[config.mk]
export PLATFORM = sky130hd
export DESIGN_NAME = vme_mem_master_flat
export DESIGN_NICKNAME = d
export VERILOG_FILES = /design/src/rtl/vme_mem_master_if.sv /design/src/rtl/vme_mem_master.sv /design/src/flat_wrapper.sv
export SDC_FILE = /design/constraint.sdc
export NUM_CORES = 1
export LEC_CHECK = 0
export ABC_AREA = 1
export CAP_MARGIN = 25
export CORE_ASPECT_RATIO = 1.4
export CORE_UTILIZATION = 30
export CTS_BUF_LIST = sky130_fd_sc_hd__clkbuf_16
export DETAILED_ROUTE_END_ITERATION = 10
export HOLD_SLACK_MARGIN = 0.15
export SYNTH_ARGS = -nofsm -noshare
export SYNTH_HDL_FRONTEND = slang
export SYNTH_SLANG_ARGS = --single-unit
[constraint.sdc]
create_clock -name Clk -period 1.86 [get_ports Clk]
set_input_delay 0.372 -clock Clk [delete_from_list [all_inputs] [get_ports Clk]]
set_output_delay 0.372 -clock Clk [all_outputs]
set_load 0.005 [all_outputs]
[src/rtl/vme_mem_master_if.sv]
// vme_mem_master_if: command/response handshakes and VME memory bus of vme_mem_master
interface vme_mem_master_if #(
    parameter int ADDR_WIDTH = 8,
    parameter int DATA_WIDTH = 32
);
    logic                  cmd_valid;
    logic                  cmd_ready;
    logic                  cmd_wr;
    logic [ADDR_WIDTH-1:0] cmd_addr;
    logic [DATA_WIDTH-1:0] cmd_wdata;
    logic                  rsp_valid;
    logic                  rsp_ready;
    logic                  rsp_wr;
    logic [DATA_WIDTH-1:0] rsp_rdata;
    logic                  rsp_err;
    logic [ADDR_WIDTH-1:0] VMEAddr;
    logic [DATA_WIDTH-1:0] VMEWrData;
    logic                  VMERdMem;
    logic                  VMEWrMem;
    logic [DATA_WIDTH-1:0] VMERdData;
    logic                  VMERdDone;
    logic                  VMEWrDone;
    modport master (
        input  cmd_valid, cmd_wr, cmd_addr, cmd_wdata, rsp_ready, VMERdData, VMERdDone, VMEWrDone,
        output cmd_ready, rsp_valid, rsp_wr, rsp_rdata, rsp_err, VMEAddr, VMEWrData, VMERdMem, VMEWrMem
    );
    modport slave (
        output cmd_valid, cmd_wr, cmd_addr, cmd_wdata, rsp_ready, VMERdData, VMERdDone, VMEWrDone,
        input  cmd_ready, rsp_valid, rsp_wr, rsp_rdata, rsp_err, VMEAddr, VMEWrData, VMERdMem, VMEWrMem
    );
endinterface

[src/rtl/vme_mem_master.sv]
// vme_mem_master: one-outstanding VME memory initiator with done timeout and valid/ready response
module vme_mem_master #(
    parameter int ADDR_WIDTH = 8,
    parameter int DATA_WIDTH = 32,
    parameter int TIMEOUT    = 255
) (
    input  logic               Clk,
    input  logic               Rst,
    vme_mem_master_if.master   bus
);
    localparam int CW = $clog2(TIMEOUT + 1);
    localparam logic [CW-1:0] TO = CW'(TIMEOUT);
    typedef enum logic [1:0] {IDLE, STROBE, WAIT, RESP} state_t;
    state_t                state, state_n;
    logic                  wr_q;
    logic [ADDR_WIDTH-1:0] addr_q;
    logic [DATA_WIDTH-1:0] wdata_q;
    logic [DATA_WIDTH-1:0] rdata_q;
    logic                  err_q;
    logic [CW-1:0]         cnt, cnt_inc;
    logic                  done, hit_to;
    assign done    = wr_q ? bus.VMEWrDone : bus.VMERdDone;
    assign cnt_inc = cnt + 1'b1;
    assign hit_to  = cnt_inc == TO;
    assign bus.VMEAddr   = addr_q;
    assign bus.VMEWrData = wdata_q;
    assign bus.rsp_wr    = wr_q;
    assign bus.rsp_rdata = rdata_q;
    assign bus.rsp_err   = err_q;
    always_comb begin
        state_n       = state;
        bus.cmd_ready = 1'b0;
        bus.rsp_valid = 1'b0;
        bus.VMERdMem  = 1'b0;
        bus.VMEWrMem  = 1'b0;
        case (state)
            IDLE: begin
                bus.cmd_ready = 1'b1;
                state_n = bus.cmd_valid ? STROBE : IDLE;
            end
            STROBE: begin
                bus.VMERdMem = !wr_q;
                bus.VMEWrMem = wr_q;
                state_n = WAIT;
            end
            WAIT: state_n = (done || hit_to) ? RESP : WAIT;
            RESP: begin
                bus.rsp_valid = 1'b1;
                state_n = bus.rsp_ready ? IDLE : RESP;
            end
            default: state_n = IDLE;
        endcase
    end
    always_ff @(posedge Clk) begin
        if (Rst) begin
            state   <= IDLE;
            wr_q    <= 1'b0;
            addr_q  <= '0;
            wdata_q <= '0;
            rdata_q <= '0;
            err_q   <= 1'b0;
            cnt     <= '0;
        end else begin
            state <= state_n;
            if (state == IDLE && bus.cmd_valid) begin
                wr_q    <= bus.cmd_wr;
                addr_q  <= bus.cmd_addr;
                wdata_q <= bus.cmd_wdata;
            end
            if (state == STROBE) cnt <= '0;
            else if (state == WAIT && !done && !hit_to) cnt <= cnt_inc;
            // a done in the timeout cycle still wins over the error
            if (state == WAIT && (done || hit_to)) begin
                rdata_q <= (done && !wr_q) ? bus.VMERdData : '0;
                err_q   <= !done;
            end
        end
    end
endmodule
[src/flat_wrapper.sv]
// flat-port wrapper written by rule: the top's interface ports become plain ports
module vme_mem_master_flat 
#(
    parameter int ADDR_WIDTH = 8,
    parameter int DATA_WIDTH = 32,
    parameter int TIMEOUT    = 255
)
  (Clk, Rst, bus_cmd_valid, bus_cmd_wr, bus_cmd_addr, bus_cmd_wdata, bus_rsp_ready, bus_VMERdData, bus_VMERdDone, bus_VMEWrDone, bus_cmd_ready, bus_rsp_valid, bus_rsp_wr, bus_rsp_rdata, bus_rsp_err, bus_VMEAddr, bus_VMEWrData, bus_VMERdMem, bus_VMEWrMem);
  vme_mem_master_if #(.ADDR_WIDTH(ADDR_WIDTH), .DATA_WIDTH(DATA_WIDTH)) bus_i ();
  input  logic Clk;
  input  logic Rst;
  input wire logic [$bits(bus_i.cmd_valid)-1:0] bus_cmd_valid;
  input wire logic [$bits(bus_i.cmd_wr)-1:0] bus_cmd_wr;
  input wire logic [$bits(bus_i.cmd_addr)-1:0] bus_cmd_addr;
  input wire logic [$bits(bus_i.cmd_wdata)-1:0] bus_cmd_wdata;
  input wire logic [$bits(bus_i.rsp_ready)-1:0] bus_rsp_ready;
  input wire logic [$bits(bus_i.VMERdData)-1:0] bus_VMERdData;
  input wire logic [$bits(bus_i.VMERdDone)-1:0] bus_VMERdDone;
  input wire logic [$bits(bus_i.VMEWrDone)-1:0] bus_VMEWrDone;
  output wire logic [$bits(bus_i.cmd_ready)-1:0] bus_cmd_ready;
  output wire logic [$bits(bus_i.rsp_valid)-1:0] bus_rsp_valid;
  output wire logic [$bits(bus_i.rsp_wr)-1:0] bus_rsp_wr;
  output wire logic [$bits(bus_i.rsp_rdata)-1:0] bus_rsp_rdata;
  output wire logic [$bits(bus_i.rsp_err)-1:0] bus_rsp_err;
  output wire logic [$bits(bus_i.VMEAddr)-1:0] bus_VMEAddr;
  output wire logic [$bits(bus_i.VMEWrData)-1:0] bus_VMEWrData;
  output wire logic [$bits(bus_i.VMERdMem)-1:0] bus_VMERdMem;
  output wire logic [$bits(bus_i.VMEWrMem)-1:0] bus_VMEWrMem;
  assign bus_i.cmd_valid = bus_cmd_valid;
  assign bus_i.cmd_wr = bus_cmd_wr;
  assign bus_i.cmd_addr = bus_cmd_addr;
  assign bus_i.cmd_wdata = bus_cmd_wdata;
  assign bus_i.rsp_ready = bus_rsp_ready;
  assign bus_i.VMERdData = bus_VMERdData;
  assign bus_i.VMERdDone = bus_VMERdDone;
  assign bus_i.VMEWrDone = bus_VMEWrDone;
  assign bus_cmd_ready = bus_i.cmd_ready;
  assign bus_rsp_valid = bus_i.rsp_valid;
  assign bus_rsp_wr = bus_i.rsp_wr;
  assign bus_rsp_rdata = bus_i.rsp_rdata;
  assign bus_rsp_err = bus_i.rsp_err;
  assign bus_VMEAddr = bus_i.VMEAddr;
  assign bus_VMEWrData = bus_i.VMEWrData;
  assign bus_VMERdMem = bus_i.VMERdMem;
  assign bus_VMEWrMem = bus_i.VMEWrMem;
  vme_mem_master #(.ADDR_WIDTH(ADDR_WIDTH), .DATA_WIDTH(DATA_WIDTH), .TIMEOUT(TIMEOUT)) u_core (.Clk(Clk), .Rst(Rst), .bus(bus_i));
endmodule
run_1/m1.png
Scale bar: 20 um. Supply wires on this layer in gray.
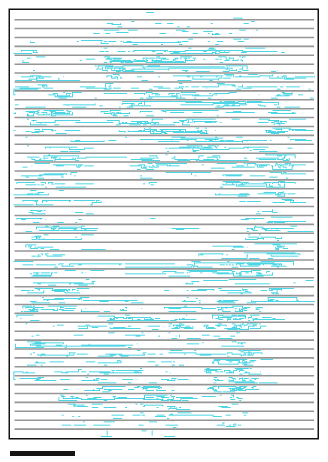
- nets with wire on the layer: 639
- wire length on this layer: 4,070 um
met1 Usage GRT: 0.175
routed wire length: 10.7 mm
via count: 3,746

run_1/m2.png
Cells faint in the background.
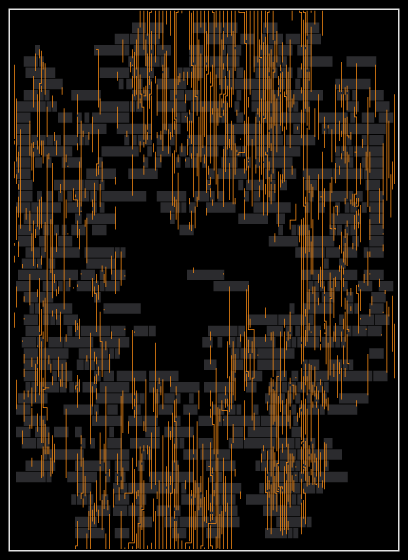
- main direction: vertical
- nets with wire on the layer: 583
global routing usage on met2: 0.301

==> results.yml, run 1 <==
# yosys + openroad results
route:
  m1WireLength_mm: 4.07
status:
  outcome: "completed"
critical_path:
  path_class: "reg -> reg"
  timing.rr.start: "u_core.cnt[1]"
  arrival_ns: 2.07
  path_max_fanout: 4
sta:
  period_used_share: 0.989
  slew_violations: 0
  fin_crit_ns: 1.84
  setup_viol: 0
run:
  tool_warnings: 28
synthesis:
  xor_area_frac: 0.00246
  syn_nets: 577
hold_path:
  hp-start: "u_core.bus.rsp_err"
  hold_class: "reg -> reg"
final_layout:
  buf_share: 0.325
  inverters: 18
  flops: 84
  fillers: 1121
  non_clock_buffer_count: 179
global_routing:
  grt_pass1_vias: 3493
  antenna_found_initial: 0
cts:
  cts-resized-gates: 3
  cts.clk_slew.worst_paths_ns: 0.06
run_1/m3.png
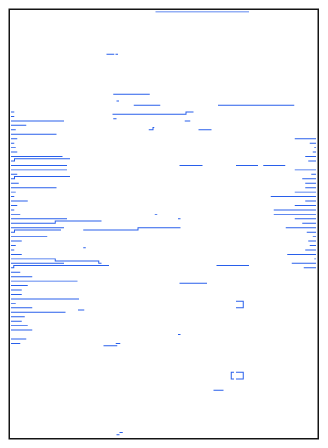
- main direction: horizontal
- longest straight run: 29.0 um
- nets with wire on the layer: 97
- share of all routed wire: 7.2%
- wire length on this layer: 768 um
met3 usage in global routing: 0.0463

run 1: synth_stat cells, drive strengths merged:
library cell,instances,area share
o21ai,44,0.062
buf,14,0.033
clkbuf,20,0.021
a211oi,1,0.0021
dfxtp,84,0.47
nor2,126,0.13
ha,2,0.0070
nand3,43,0.061
a21oi,45,0.075
nor3,1,0.0046
inv,18,0.019
nand2,96,0.10
xnor2,1,0.0025
o21bai,1,0.0021
run 1: cells in the final DEF, fill, tap and decap left out, types with 6 or more instances in the layout:
master,n
a21oi_1,34
a21oi_2,11
buf_12,6
buf_4,11
clkbuf_16,13
clkdlybuf4s50_1,155
dfxtp_1,81
inv_1,12
inv_2,6
nand2_1,90
nand3_1,39
nor2_1,121
o21ai_0,44
run 1: worst max path at each step:
| stage | slack (ns) | to | depth (start not counted) | startpoint |
|---|---|---|---|---|
| floorplan | 0.21 | u_core.bus.rsp_rdata[22] | 15 | u_core.cnt[0] |
| global placement | 0.08 | u_core.bus.rsp_rdata[2] | 14 | u_core.cnt[0] |
| detailed placement | 0.05 | u_core.bus.rsp_rdata[16] | 14 | u_core.cnt[0] |
| CTS | 0.02 | bus_VMERdMem | 3 | u_core.state[0] |
| global route | -0.06 | u_core.bus.rsp_rdata[9] | 14 | u_core.cnt[1] |
| finish | 0.02 | u_core.bus.rsp_rdata[9] | 14 | u_core.cnt[1] |
run 1: stage by stage:
step	std cells	TNS [ns]	cell area (um2)	total power [W]	util
after floorplan	496	0	3550	0.00260	-
after global placement	780	0	5310	0.00318	0.464
after detailed placement	780	0	5310	0.00320	0.464
after CTS	796	0	5600	0.00497	0.489
after global routing	802	-1.33	5810	0.00527	0.507
final	802	0	5810	0.00500	0.507
run_1/congestion_map.png
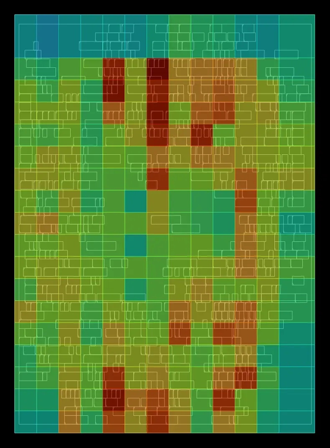

==> run 2, diff against run 1 <==
==> constraint.sdc (replaced) <==
create_clock -name Clk -period 2 [get_ports Clk]
set_input_delay 0.4 -clock Clk [delete_from_list [all_inputs] [get_ports Clk]]
set_output_delay 0.4 -clock Clk [all_outputs]
set_load 0.005 [all_outputs]
run_2/congestion_map.png
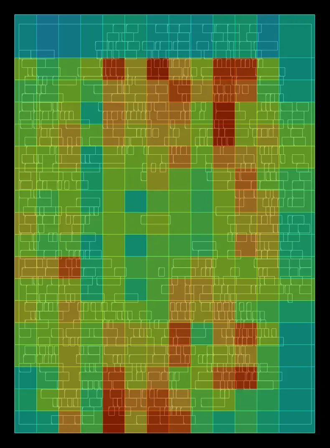
DR WL/cell: 12.9 um
met3 usage in global routing: 0.0550
Core Util, Final: 0.494
global routing usage on met2: 0.291

==> run 2 against run 1 <==
Sequential power decreased by 7%. Final cell count down 0.87%. First-iteration DRC count shrank 11%. Flip-flop count is the same. Register-to-register slack better by 0.15 ns. Worst setup slack better by 0.026 ns. Utilization decreased by 1.4 points. Synthesized cell count is the same. Sequential share of layout area rose by 0.73 points. Critical path type is now reg -> out. Largest cell class unchanged. Highest routed layer unchanged.
==> results.yml, run 2 <==
# yosys + openroad results
route:
  vias: 3648
  wirelength_mm: 10.3
global_routing:
  grt_pass1_vias: 3475
  antenna_found_initial: 0
sta:
  fin_crit_ns: 1.95
  period_used_share: 0.977
  setup_tns_ns: 0
  setup_viol: 0
  slew_violations: 0
  slew_headroom: 0.741
synthesis:
  seq_area_frac_synth: 0.473
  ff_type: "dfxtp_1"
  synth.ff_latch_count: 84
  synth.cell_area_um2: 3550
  syn_nets: 577
  top_cells_by_count: "nor2_1, nand2_1, dfxtp_1"
  synth.most_common_cell: "nor2_1"
  synth_async_sr_flop_share: 0
  top_cell_area_share: 0.473
  top_area_cell: "dfxtp_1"
  xor_area_frac: 0.00246
  area_leaders: "dfxtp_1, nor2_1, nand2_1"
  edf_count: 0
cts:
  cts-root-buf: "clkbuf_16"
  cts-resized-gates: 2
  cts.clk_slew.worst_paths_ns: 0.06
  clock_latency_ns: 0.33
critical_path:
  timing.rr.start: "u_core.cnt[0]"
  arrival_ns: 1.55
  path_class: "reg -> out"
  path_max_fanout: 4
final_layout:
  fin_cells: 795
  lay_top_cells: "clkdlybuf4s50_1, nor2_1, nand2_1, dfxtp_1, o21ai_0"
  lay_top_count: "clkdlybuf4s50_1"
  regArea_um2: 1680
  fillers: 1151
placement:
  numPlacedInstances: 775
  place_area_um2: 5260
power_and_ir_drop:
  ir_drop_mv: 0.514
hold_path:
  hp-start: "u_core.bus.rsp_err"
run:
  tool_warnings: 27
status:
  outcome: "completed"
## run 2: critical path, cell delays in order (launching register included)
cell and delay [ns]:
dfxtp_1 0.42, inv_1 0.13, nor2_1 0.12, clkdlybuf4s50_1 0.56
## run 2: kinds of logic after synthesis
| logic type | Yosys count |
|---|---|
| AOI/OAI and AO/OA | 91 |
| xor gates and xnor gates | 1 |
| adders and majority gates | 2 |
| buffers and inverters | 52 |
| DFF | 84 |
| and+or+nand+nor | 266 |
## run 2: area by class of cell
cell class	count	share of cell area
clock inverters	7	0.0148
multi-input cells	360	0.288
well taps	144	0.0319
inverters	18	0.0120
repair buffers	173	0.315
flip-flops and latches	84	0.298
clock buffers	9	0.0398
## run 2: per-layer routing
metal	up-vias	GRT usage	routed length, um	share of wire
met3	18	0.0550	734	0.071
li1	1891	-	-	-
met1	1623	0.180	4160	0.40
met2	116	0.291	5100	0.50
met5	-	0	0	0
met4	0	0.0688	281	0.027
## run 2: how the worst max path moves through the flow
| stage | startpoint | to | slack (ns) | depth (start not counted) |
|---|---|---|---|---|
| floorplan | u_core.cnt[0] | u_core.bus.rsp_rdata[22] | 0.35 | 15 |
| global placement | bus_VMERdDone | u_core.cnt[4] | 0.19 | 10 |
| detailed placement | u_core.cnt[0] | u_core.bus.rsp_rdata[1] | 0.13 | 14 |
| CTS | u_core.state[1] | bus_VMERdMem | 0.05 | 4 |
| global route | u_core.state[0] | bus_VMERdMem | -0.03 | 3 |
| finish | u_core.bus.rsp_wr | bus_VMEWrMem | 0.05 | 3 |
## run 2: report_power, final
| part | switching, W | total, W | leakage (nW) | internal (W) |
|---|---|---|---|---|
| logic | 0.000465 | 0.00104 | 1.39 | 0.000575 |
| registers | 0.0000882 | 0.00191 | 0.690 | 0.00182 |
| clock network | 0.000638 | 0.00172 | 0.155 | 0.00108 |
==> run 3, diff against run 2 <==
--- a/config.mk
+++ b/config.mk
@@ -12,6 +12,7 @@
 export CTS_BUF_LIST = sky130_fd_sc_hd__clkbuf_16
 export DETAILED_ROUTE_END_ITERATION = 10
 export HOLD_SLACK_MARGIN = 0.15
+export SKIP_LAST_GASP = 1
 export SYNTH_ARGS = -nofsm -noshare
 export SYNTH_HDL_FRONTEND = slang
 export SYNTH_SLANG_ARGS = --single-unit
run_3/m2.png
Cells faint in the background.
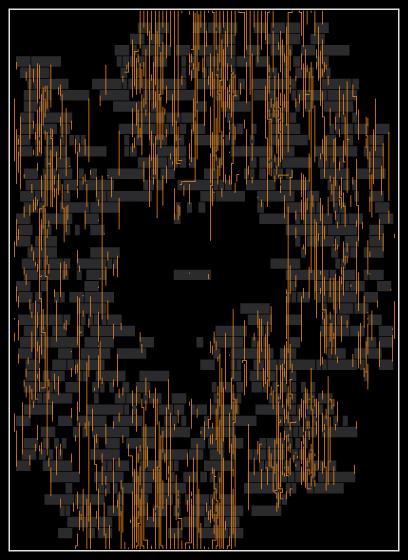
- main direction: vertical
- wire length on this layer: 5,100 um
via count: 3,648
routed wire length: 10.3 mm

==> run 3 against run 2 <==
Flip-flop count unchanged. Worst setup slack unchanged. Combinational power barely moved. First-iteration DRC count is the same. Sequential share of layout area is the same. Final area is the same. Power is the same. Critical path depth stayed put. Critical endpoint unchanged. Largest cell class unchanged. Largest power group unchanged. Highest routed layer unchanged.
==> results.yml, run 3 <==
# yosys + openroad results
route:
  wl_met2_mm: 5.10
  top_layer: "met4"
  m1WireLength_mm: 4.16
cts:
  cts.clk_slew.worst_paths_ns: 0.06
  clock_latency_ns: 0.33
  cts-root-buf: "clkbuf_16"
power_and_ir_drop:
  switching_share: 0.255
  power_frac_comb: 0.223
  pwr-share-seq: 0.409
  p_seq_w: 0.00191
  p_sw_w: 0.00119
  p_int_w: 0.00347
  pg_comb_w: 0.00104
  power_top_consumer: "sequential cells"
sta:
  slew_violations: 0
  setup_viol: 0
  fin_crit_ns: 1.95
  setup_tns_ns: 0
  slew_headroom: 0.741
critical_path:
  path_class: "reg -> out"
  slowest_delay_ns: 0.56
  path_max_fanout: 4
  cp_slowest_cell: "clkdlybuf4s50_1"
synthesis:
  ff_type: "dfxtp_1"
  top_area_cell: "dfxtp_1"
  edf_count: 0
  top_cells_by_count: "nor2_1, nand2_1, dfxtp_1"
  top_cell_area_share: 0.473
  synth.most_common_cell: "nor2_1"
  seq_area_frac_synth: 0.473
  synth.ff_latch_count: 84
final_layout:
  final_core_util: 0.494
  lay_top_count: "clkdlybuf4s50_1"
status:
  outcome: "completed"
global_routing:
  grt_pass1_vias: 3475
  antenna_found_initial: 0
run:
  tool_warnings: 27
run 3: cell counts after synthesis:
No cell type changed its count.
run 3: path summary, 6_finish.rpt:
path	end	from
worst min-delay path	u_core.bus.rsp_err	u_core.bus.rsp_err
worst min register to register	u_core.bus.rsp_err	u_core.bus.rsp_err
worst max register to register	u_core.state[0]	u_core.cnt[0]
worst max-delay path	bus_VMEWrMem	u_core.bus.rsp_wr
run 3: final cells by class:
class | instances | area (um2)
Fill cell | 1151 | 5800
Timing Repair Buffer | 173 | 1780
Clock buffer | 9 | 225
Clock inverter | 7 | 83.8
Multi-Input combinational cell | 360 | 1630
Sequential cell | 84 | 1680
Tap cell | 144 | 180
Inverter | 18 | 67.6
run 3: kinds of logic (layout without fill, tap and decap cells):
family,count (synthesis),after routing,synth area share
AOI/OAI and AO/OA,91,91,0.141
xor gates and xnor gates,1,1,0.00246
adders and majority gates,2,2,0.00704
buffers and inverters,52,207,0.0732
DFF,84,84,0.473
and+or+nand+nor,266,266,0.303
run 3: what timing repair did:
item                                    CTS  global route
resized                                   2             5
gates cloned                              0             3
buffers inserted                          0             1
endpoints found under the setup margin    3            30
pin swaps                                 0             1
run 3: critical path: cells and delay by family, from the launching register on:
kind                   cells  cell delay (ns)
AND/OR/NAND/NOR            1             0.12
flip-flops                 1             0.42
buffers and inverters      2             0.69
run 3: stage by stage:
step | instance area [um2] | instances | power [W]
floorplan | 3550 | 496 | 0.00242
global placement | 5260 | 775 | 0.00293
detailed placement | 5260 | 775 | 0.00294
CTS | 5570 | 791 | 0.00468
global route | 5650 | 795 | 0.00492
finish | 5650 | 795 | 0.00467
run 3: metal layers:
metal / GRT usage / up-vias
met3: 0.0550 / 18
met2: 0.291 / 116
li1: - / 1891
met5: 0 / -
met1: 0.180 / 1623
met4: 0.0688 / 0

## Gallery

Met4 routing.
Supply wires on this layer in gray.
image #1
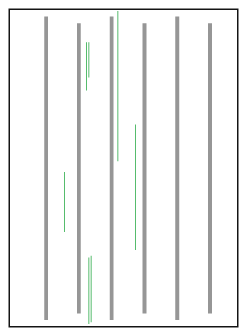
image #2
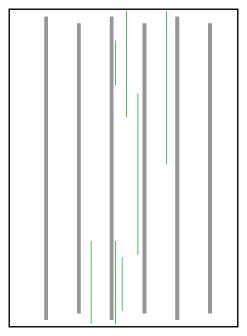
- run 2 = image #2
- run 1 = image #1

Key to image #2:
- nets with wire on the layer: 7
- wire length on this layer: 282 um
- share of all routed wire: 2.7%
- main direction: vertical
- longest straight run: 66.6 um

Power figures rest on the tool's default switching activity, not on a simulated workload.
